--- src/rtl/div8_pkg.sv ---
// Shared types and constants for the restoring divider.
// RESTORING_DIV8_EARLY_EXIT_EN (top level) sends divide-by-zero straight to DONE.
package div8_pkg;

   typedef enum logic [1:0] {
      IDLE,
      CALC,
      DONE
   } state_e;

   localparam int WIDTH_DEF = 8;
   localparam int CNT_W     = $clog2(WIDTH_DEF) + 1;

endpackage

--- src/rtl/div8_sub_stage.sv ---
// Trial subtractor: one (WIDTH+1)-bit borrow chain, R - {0,D}.
// borrow_o high means the divisor did not fit into the partial remainder.
module div8_sub_stage
   import div8_pkg::*;
#(
   parameter int WIDTH = WIDTH_DEF
) (
   input  logic [WIDTH:0]   r_i,
   input  logic [WIDTH-1:0] d_i,
   output logic [WIDTH:0]   t_o,
   output logic             borrow_o
);

   logic [WIDTH+1:0] diff;

   assign diff     = {1'b0, r_i} - {2'b00, d_i};
   assign t_o      = diff[WIDTH:0];
   assign borrow_o = diff[WIDTH+1];

endmodule

--- src/rtl/restoring_div8.sv ---
// Sequential unsigned restoring divider, one quotient bit per clock.
// Define RESTORING_DIV8_EARLY_EXIT_EN to skip iterations for a zero divisor.
module restoring_div8
   import div8_pkg::*;
#(
   parameter int WIDTH = WIDTH_DEF
) (
   input  logic             clk,
   input  logic             rst,
   input  logic             in_valid,
   output logic             in_ready,
   input  logic [WIDTH-1:0] dividend,
   input  logic [WIDTH-1:0] divisor,
   output logic             out_valid,
   input  logic             out_ready,
   output logic [WIDTH-1:0] quotient,
   output logic [WIDTH-1:0] remainder,
   output logic             dbz
);

   localparam int CW = $clog2(WIDTH) + 1;

   state_e           state_q, state_d;
   logic [WIDTH:0]   r_q, r_d;
   logic [WIDTH-1:0] q_q, q_d;
   logic [WIDTH-1:0] d_q, d_d;
   logic [CW-1:0]    cnt_q, cnt_d;
   logic             dbz_q, dbz_d;

   logic [WIDTH:0]   r_sh;
   logic [WIDTH:0]   trial;
   logic             borrow;

   assign r_sh = {r_q[WIDTH-1:0], q_q[WIDTH-1]};

   div8_sub_stage #(
      .WIDTH(WIDTH)
   ) u_sub (
      .r_i      (r_sh),
      .d_i      (d_q),
      .t_o      (trial),
      .borrow_o (borrow)
   );

   always_comb begin
      state_d = state_q;
      r_d     = r_q;
      q_d     = q_q;
      d_d     = d_q;
      cnt_d   = cnt_q;
      dbz_d   = dbz_q;
      unique case (state_q)
         IDLE: begin
            if (in_valid) begin
               r_d     = '0;
               q_d     = dividend;
               d_d     = divisor;
               cnt_d   = '0;
               dbz_d   = (divisor == '0);
               state_d = CALC;
`ifdef RESTORING_DIV8_EARLY_EXIT_EN
               // Same result the full iteration would reach, without the wait.
               if (divisor == '0) begin
                  q_d     = '1;
                  r_d     = {1'b0, dividend};
                  state_d = DONE;
               end
`endif
            end
         end
         CALC: begin
            q_d   = {q_q[WIDTH-2:0], ~borrow};
            r_d   = borrow ? r_sh : trial;
            cnt_d = cnt_q + CW'(1);
            if (cnt_q == CW'(WIDTH - 1)) begin
               state_d = DONE;
            end
         end
         DONE: begin
            if (out_ready) begin
               state_d = IDLE;
            end
         end
         default: begin
            state_d = IDLE;
         end
      endcase
   end

   always_ff @(posedge clk) begin
      if (rst) begin
         state_q <= IDLE;
         r_q     <= '0;
         q_q     <= '0;
         d_q     <= '0;
         cnt_q   <= '0;
         dbz_q   <= 1'b0;
      end else begin
         state_q <= state_d;
         r_q     <= r_d;
         q_q     <= q_d;
         d_q     <= d_d;
         cnt_q   <= cnt_d;
         dbz_q   <= dbz_d;
      end
   end

   assign in_ready  = (state_q == IDLE);
   assign out_valid = (state_q == DONE);
   assign quotient  = q_q;
   assign remainder = r_q[WIDTH-1:0];
   assign dbz       = dbz_q;

endmodule

--- config.mk ---
export PLATFORM = sky130hd
export DESIGN_NAME = restoring_div8
export DESIGN_NICKNAME = d
export VERILOG_FILES = /design/src/rtl/div8_pkg.sv /design/src/rtl/div8_sub_stage.sv /design/src/rtl/restoring_div8.sv
export SDC_FILE = /design/constraint.sdc
export NUM_CORES = 1
export LEC_CHECK = 0
export CORE_MARGIN = 4
export CORE_UTILIZATION = 46
export CTS_BUF_LIST = sky130_fd_sc_hd__clkbuf_4 sky130_fd_sc_hd__clkbuf_8
export DETAILED_ROUTE_END_ITERATION = 8
export PLACE_DENSITY = 0.75
export REMOVE_ABC_BUFFERS = 1
export SETUP_SLACK_MARGIN = 0.02
export SYNTH_ARGS = -nofsm -noshare
export SYNTH_HDL_FRONTEND = slang
export SYNTH_SLANG_ARGS = --single-unit
--- constraint.sdc ---
create_clock -name clk -period 1.7 [get_ports clk]
set_input_delay 0.51 -clock clk [delete_from_list [all_inputs] [get_ports clk]]
set_output_delay 0.51 -clock clk [all_outputs]
set_load 0.01 [all_outputs]
### Cell placement

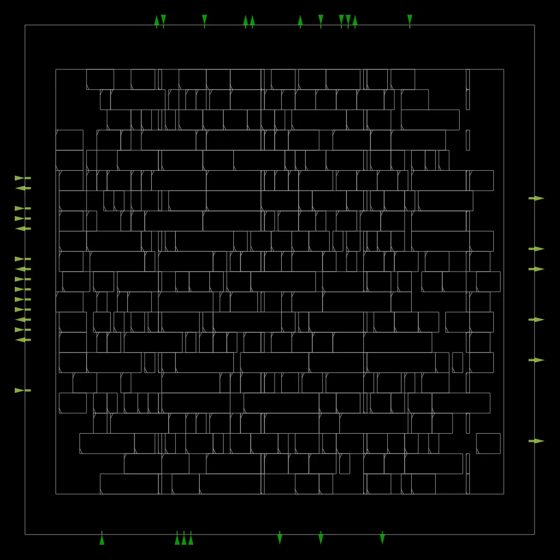
final-layout fill cell count: 236
site row count: 21
post-layout util: 78.19%
flop share of the area: 23.76%

### Clock wires, drivers and flops

Bar = 20 um.
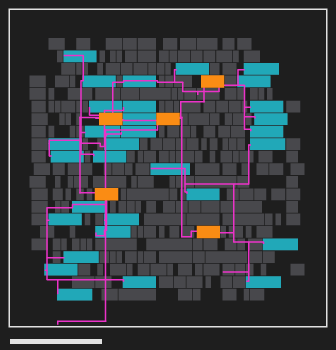
[orange] clock drivers | count: 5
[cyan] flip-flops | count: 31
[magenta] clock wires | length: 436 um
routed clock nets	6
Latency at later pin: 290 ps
Max Clock Skew: 5.297 ps

### Routed metal per tile

14 x 14 tiles, from dark blue (low) to red (high), scaled to the fullest tile. Values are wire area over tile area, all layers added.
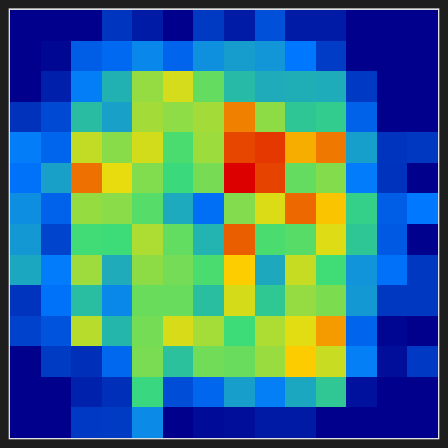
mean over tiles	0.17
nearly empty tiles	17%
emptiest ninth of the die	top right
Total GRT Usage: 23.39%
Vias: 1798
final wirelength: 5078 um
wire per inst: 15.16 um

### Register map, names as in the netlist

Bar = 20 um.
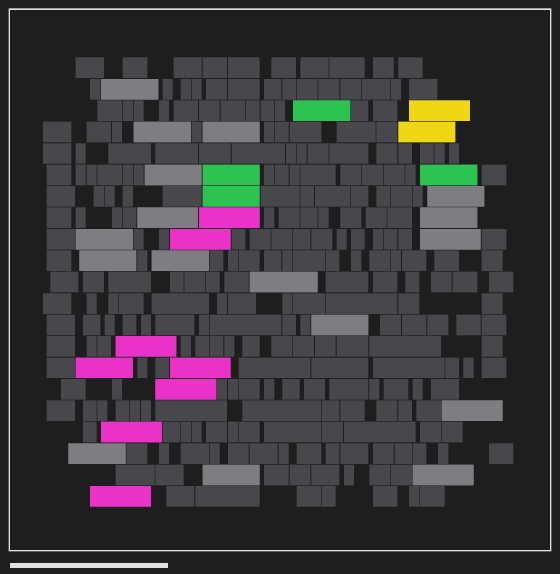
colour	name in the netlist	flops
green	`cnt_q`	4
yellow	`state_q`	2
magenta	`d_q`	8
Reg area: 639.4 um2
Seq group: 833 uW

-- cells in the mapped netlist, types with 3 or more instances --
cell      instances
nand2_1          40
dfxtp_1          31
nor2_1           22
a21oi_1          21
inv_1            11
ha_1              9
a311oi_1          7
o21ai_0           7
buf_2             5
mux2i_1           5
nand2b_1          5
clkbuf_1          4
nand3_1           4
xor2_1            4
a32oi_1           3
nor2b_1           3
o21bai_1          3
-- worst min-delay path, stage by stage, from the launching register on --
cell     delay [ps]
dfxtp_2         320
nand2_1          50
a21oi_1          50
-- what timing repair did --
action,in CTS,in global routing
gates resized,60,11
gates cloned,0,1
pin swaps,11,4
endpoints found under the setup margin,35,17
hold buffers,0,0
buffers inserted,0,2
==> flow_metrics.env <==
# flow metrics
export IMPL_antenna_found_initial=0
export IMPL_ff2ff_path_depth=9
export IMPL_min_delay_path_depth=2
export IMPL_ir_drop_v=0.0006203
export IMPL_diodes=0
export IMPL_routed_top_layer="met4"
export IMPL_fin_cells=335
export IMPL_cpMostUsedCell="inv_2"
export IMPL_switching_share_pct=32.39
export IMPL_first_global_vias=1783
export IMPL_fmax_ghz=0.5448
export IMPL_setup_ws_ps=-135.7
export IMPL_drive_above_1_share_pct=32.53
export IMPL_violations="setup timing"
export IMPL_comb_power_uw=952
export IMPL_ys_warnings_count=0
export IMPL_rsz0062_at_grt="yes"
export IMPL_io_buffers=38
export IMPL_crit_fanout=2
export IMPL_syn_cell_area_mm2=0.001685
export IMPL_ys_sh_aoi_pct=21.23
export IMPL_path_depth=9
export IMPL_power_leader="combinational cells"
export IMPL_sh_comb_area_pct=42.31
export IMPL_cts_root_buf="clkbuf_8"
export IMPL_yosysUniqueCellTypes=39
export IMPL_cts_tree="done"
export IMPL_max_slew_margin_rel_pct=78.88
export IMPL_critPathLaunchType="register"
export IMPL_use_met3_pct=4.052
export IMPL_switchingPower_uw=791.4
export IMPL_grt_busiest_layer="met2"
export IMPL_ys_area_mm2=0.001685
export IMPL_wl_met3_um=236
export IMPL_firstDrtPassIters=4
export IMPL_synth_edff_count=0
export IMPL_fa_ha_area_share_pct=7.869
export IMPL_synth_main_ff_cell="dfxtp_1"
export IMPL_cts_sinks=31
export IMPL_ff2ff_setup_slack_ps=-140
export IMPL_warning_count=27
export IMPL_final_layout_top_logic_cell="nand2_1"
export IMPL_routed_wl_met2_um=2564
export IMPL_nNonClkBuffers=81
export IMPL_top_cell_area_share_pct=36.82
export IMPL_synth_cellmix_xorXnorShare_pct=2.598
export IMPL_via_per_inst=5.367
export IMPL_synthMuxAreaShare_pct=3.638
export IMPL_ys_sh_simple_pct=21.90
export IMPL_cts_htree_levels=2
export IMPL_io_pin_count=39
export IMPL_syn_area_per_cell_um2=7.950
export IMPL_placed_cell_area_mm2=0.002377
export IMPL_synth_cells=212
export IMPL_hp_start="d_q[5]$_SDFFE_PP0P_"
export IMPL_wl_met1_um=2172
export IMPL_yosysTopAreaCell="dfxtp_1"
export IMPL_num_clock_buffers=7
export IMPL_final_clk_cell_share_pct=3.859
export IMPL_ys_ff=31
export IMPL_layout_nets=318
export IMPL_slew_violations=0
export IMPL_totalNegativeSetupSlack_ps=-434.6
export IMPL_crit_path_top_delay_cell="fa_2"
export IMPL_final_cell_mix="40 x nand2_1, 36 x buf_4, 21 x nor2_1"
export IMPL_pre_cts_slack_ps=-311.0
export IMPL_hold_viol=0
export IMPL_largest_class="logic gates"
export IMPL_power_density_mw_per_mm2=907.9
export IMPL_total_power_mw=2.444
export IMPL_cts_buffers=5
export IMPL_setup_viol=8
export IMPL_outcome="finished, violations left"
export IMPL_gr_total_overflow=0
export IMPL_leakagePower_nw=1.178
export IMPL_critical_path_max_stage_delay_ps=380
export IMPL_pwr_share_seq_pct=34.1
export IMPL_grtUsageMet1_pct=28.44
export IMPL_hpwl_um=3207
export IMPL_crit_path_cell_trace="inv_2 -> ha_4 -> inv_2 -> fa_2 -> a211oi_4 -> o21bai_1 -> a21oi_1 -> xor2_1 -> o31ai_1"
export IMPL_n_tap_cell=46
export IMPL_end_kind="register"
export IMPL_timing_hold_ws_ps=457.3
export IMPL_yosysSeqAreaShare_pct=36.82
export IMPL_fin_area_mm2=0.002691
export IMPL_max_cap_viol_count=0
export IMPL_p_comb_share_pct=39.0
export IMPL_die_height_um=68.53
No activity file was given, so power comes from the tool's default toggle rates.
